[config.mk]
export PLATFORM = sky130hd
export DESIGN_NAME = cache_index
export DESIGN_NICKNAME = d
export VERILOG_FILES = /design/src/rtl/cache_index.sv
export SDC_FILE = /design/constraint.sdc
export NUM_CORES = 1
export LEC_CHECK = 0
export CAP_MARGIN = 20
export CORE_MARGIN = 5
export CORE_UTILIZATION = 55
export CTS_BUF_LIST = sky130_fd_sc_hd__clkbuf_16
export CTS_CLUSTER_DIAMETER = 30
export DETAILED_ROUTE_END_ITERATION = 8
export GPL_TIMING_DRIVEN = 1
export PLACE_DENSITY = 0.84
export SLEW_MARGIN = 40
export SYNTH_ARGS = -nofsm -noshare
export SYNTH_HDL_FRONTEND = slang
export SYNTH_SLANG_ARGS = --single-unit
[constraint.sdc]
create_clock -name clk -period 4.2 [get_ports clk]
set_input_delay 0.84 -clock clk [delete_from_list [all_inputs] [get_ports clk]]
set_output_delay 0.84 -clock clk [all_outputs]
set_load 0.02 [all_outputs]
[src/rtl/cache_index.sv]
// cache_index: front stage of the pipelined read cache.
// Buffers CPU read requests in a DEPTH-entry skid FIFO, decodes
// tag/index/offset and presents the current lookup to the access stage.
// sram_idx is driven one cycle ahead so the synchronous array outputs line
// up with caac_o. Across a miss the lookup register is frozen. Once stall
// falls, the lookup is replayed for one cycle (mem_read=0) so the refilled
// line is re-read.
//
// Ports:
//   clk, rst       clock; asynchronous active-low reset
//   cpu_read       CPU read request (accepted when cpu_read && cpu_ready)
//   cpu_address    CPU byte address
//   cpu_ready      FIFO not full
//   stall          access stage: miss outstanding
//   mem_resp       access stage: hit returned, current request retires
//   sram_idx       read/write index into the data/tag/valid arrays
//   caac_o         packed {mem_read, mem_address, tag} to the access stage
//
// Optional: define CACHE_IDX_PERF_EN to add saturating 32-bit counters
// perf_hits and perf_misses.
module cache_index #(
  parameter int TAG_W = 24,
  parameter int IDX_W = 3,
  parameter int OFF_W = 5,
  parameter int DEPTH = 2
) (
  input  logic                             clk,
  input  logic                             rst,
  input  logic                             cpu_read,
  input  logic [TAG_W+IDX_W+OFF_W-1:0]     cpu_address,
  output logic                             cpu_ready,
  input  logic                             stall,
  input  logic                             mem_resp,
  output logic [IDX_W-1:0]                 sram_idx,
`ifdef CACHE_IDX_PERF_EN
  output logic [31:0]                      perf_hits,
  output logic [31:0]                      perf_misses,
`endif
  output logic [2*TAG_W+IDX_W+OFF_W:0]     caac_o
);

  localparam int AW = TAG_W + IDX_W + OFF_W;
  localparam int FW = 1 + AW + TAG_W;
  localparam int PW = (DEPTH > 1) ? $clog2(DEPTH) : 1;
  localparam int CW = PW + 1;

  typedef enum logic [1:0] {EMPTY, LOOKUP, HOLD, REPLAY} state_t;

  state_t          state, state_nxt;
  logic [AW-1:0]   fifo [DEPTH];
  logic [PW-1:0]   rd_ptr, wr_ptr;
  logic [CW-1:0]   count;
  logic [FW-1:0]   caac_q;
  logic            empty, push, pop, retire;
  logic [AW-1:0]   head, caac_addr;
  logic [IDX_W-1:0] head_idx, caac_idx;

  assign empty     = (count == '0);
  assign cpu_ready = (count != CW'(DEPTH));   // no bypass when full
  assign push      = cpu_read && cpu_ready;

  assign head      = fifo[rd_ptr];
  assign head_idx  = head[OFF_W +: IDX_W];
  assign caac_addr = caac_q[TAG_W +: AW];
  assign caac_idx  = caac_addr[OFF_W +: IDX_W];

  always_comb begin
    state_nxt = state;
    pop       = 1'b0;
    retire    = 1'b0;
    sram_idx  = caac_idx;
    unique case (state)
      EMPTY: begin
        sram_idx = head_idx;
        if (!empty) begin
          pop       = 1'b1;
          state_nxt = LOOKUP;
        end
      end
      LOOKUP: begin
        // mem_resp has priority over stall
        if (mem_resp) begin
          retire   = 1'b1;
          sram_idx = head_idx;
          if (!empty) pop = 1'b1;
          else        state_nxt = EMPTY;
        end else if (stall) begin
          state_nxt = HOLD;
        end
      end
      HOLD:    if (!stall) state_nxt = REPLAY;
      REPLAY:  state_nxt = LOOKUP;
      default: state_nxt = EMPTY;
    endcase
  end

  // Replay cycle hides the request from the access stage while the
  // refilled line is read back out of the arrays.
  always_comb begin
    caac_o = caac_q;
    if (state == REPLAY) caac_o[FW-1] = 1'b0;
  end

  always_ff @(posedge clk or negedge rst) begin
    if (!rst) begin
      state  <= EMPTY;
      rd_ptr <= '0;
      wr_ptr <= '0;
      count  <= '0;
      caac_q <= '0;
    end else begin
      state <= state_nxt;
      if (push) wr_ptr <= wr_ptr + 1'b1;
      if (pop)  rd_ptr <= rd_ptr + 1'b1;
      count <= count + CW'(push) - CW'(pop);
      if (pop)
        caac_q <= {1'b1, head, head[AW-1 -: TAG_W]};
      else if (retire)
        caac_q[FW-1] <= 1'b0;
    end
  end

  // Storage is cleared too so the EMPTY-state index reads 0 out of reset.
  always_ff @(posedge clk or negedge rst) begin
    if (!rst) begin
      for (int i = 0; i < DEPTH; i++) fifo[i] <= '0;
    end else if (push) begin
      fifo[wr_ptr] <= cpu_address;
    end
  end

`ifdef CACHE_IDX_PERF_EN
  logic missed;   // current lookup has already taken a miss

  always_ff @(posedge clk or negedge rst) begin
    if (!rst) begin
      perf_hits   <= '0;
      perf_misses <= '0;
      missed      <= 1'b0;
    end else begin
      if (retire && !missed && perf_hits != 32'hFFFF_FFFF)
        perf_hits <= perf_hits + 32'd1;
      if (pop) missed <= 1'b0;
      if (state == LOOKUP && !mem_resp && stall) begin
        missed <= 1'b1;
        if (perf_misses != 32'hFFFF_FFFF) perf_misses <= perf_misses + 32'd1;
      end
    end
  end
`endif

endmodule

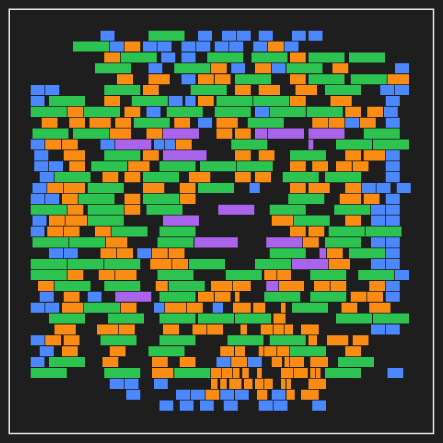
(images/class_map.png)
Drawn at 4 px/um.
- remaining logic cells: orange (cells 175; share of their area 33%)
- clock drivers and dummy loads: purple (cells 15; share of their area 5.4%)
- registers: green (cells 103; share of their area 44%)
- remaining buffers and delay cells: blue (cells 103; share of their area 17%)

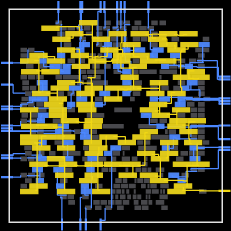
(images/port_trees.png)
Drawn at 2 px/um.
- cpu_address: blue (direction input; edge 10 left, 9 right, 9 top, 4 bottom; end cells 64; buffers 32; wire 1060 um)
- rst: yellow (direction input; edge right; end cells 103; buffers 3; wire 744 um)
I/O Pins: 98
I/O Buffers: 97

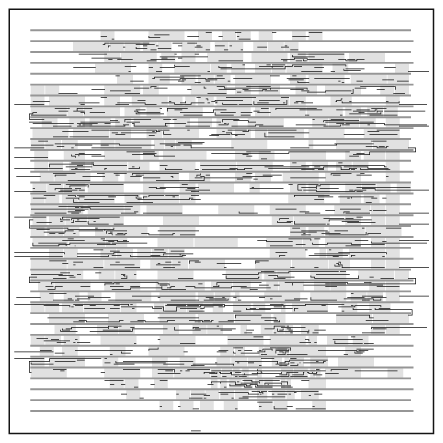
(images/m1.png)
Drawn at 4 px/um. Supply wires on this layer in gray. Cells faint in the background.
- wire length on this layer: 4000 um
- share of all routed wire: 44%
- nets with wire on the layer: 385

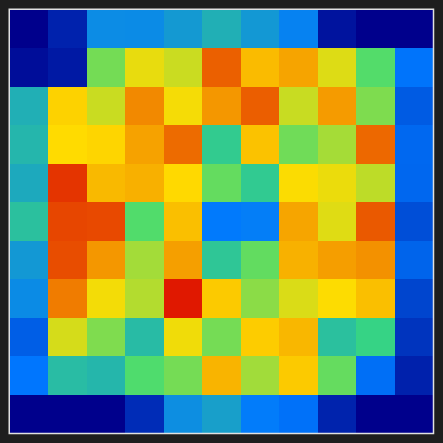
(images/util_map.png)
Drawn at 4 px/um. 11 x 11 tiles, from dark blue (low) to red (high), 0 to 100% covered.
- tiles over 75% full: 31%
- nearly empty tiles: 6.6%
- mean over tiles: 52%
- fullest tile: 97%

## routing by layer
metal	track usage (%)	up-vias	wire, um	share of wire (%)
met1	21.5	1398	4000	44
li1	-	1246	-	-
met3	4.23	10	404	4.5
met4	4.53	0	117	1.3
met5	0	-	0	0
met2	27.8	72	4490	50
## critical path, stage by stage
cell and delay [ps]:
clkdlybuf4s50_1 680, a21oi_2 150, o21ai_0 180, clkdlybuf4s50_1 630
## worst max path at each step
stage          depth (start not counted)  startpoint  slack, ps     endpoint
2_1_floorplan                          3    mem_resp       1760  sram_idx[0]
3_3_place_gp                           4    mem_resp        930  sram_idx[0]
3_5_place_dp                           4    mem_resp        890  sram_idx[0]
4_1_cts                                4    mem_resp        880  sram_idx[0]
5_1_grt                                5    mem_resp        790  sram_idx[0]
6_report                               4    mem_resp        880  sram_idx[0]
==> results.txt <==
P&R area growth vs syn -> 18.3%
P_int -> 3.69 mW
CP max FO -> 9
CTS Hold Bufs -> 0
FILL cells -> 653
Worst-margin pin slew -> 526 ps
Placer Congestion -> 0.767
Final setup viols -> 0
Status -> finished clean
Most flops, register -> fifo
Area of the multi-input gates -> 0.00190 mm^2
Clk_buf instances -> 9
Logic Gate Count -> 171
Fin nets -> 435
Plain + repair buffers -> 103
Area share, top type -> 51.2%
Worst setup margin -> 885 ps
Post-synth ARST share -> 100%
Cell count after placement -> 492
Routed wire length -> 9010 um
Unrepaired setup endpoints after global routing -> no
Core ar. -> 0.00906 mm^2
Signal inverters -> 4
Final hold vios -> 0
DRC -> 0
N_taps -> 111
DR iter-0 viols -> 44
Power Combinational -> 2.88 mW
Total die size -> 0.0112 mm^2
Clock slew at reported path FFs -> 70 ps
Non-clock buffering overhead -> 17.1%
Max FFs per register -> 64
Synth Area per Inst -> 14.4 um^2
Count of tool warnings -> 29
Flip-flops with a built-in enable -> 0
Leakage -> 2.55 nW
Combinational share of power -> 51.6%
Data required, critical path -> 3360 ps
Power is estimated from default activity; no workload was simulated.
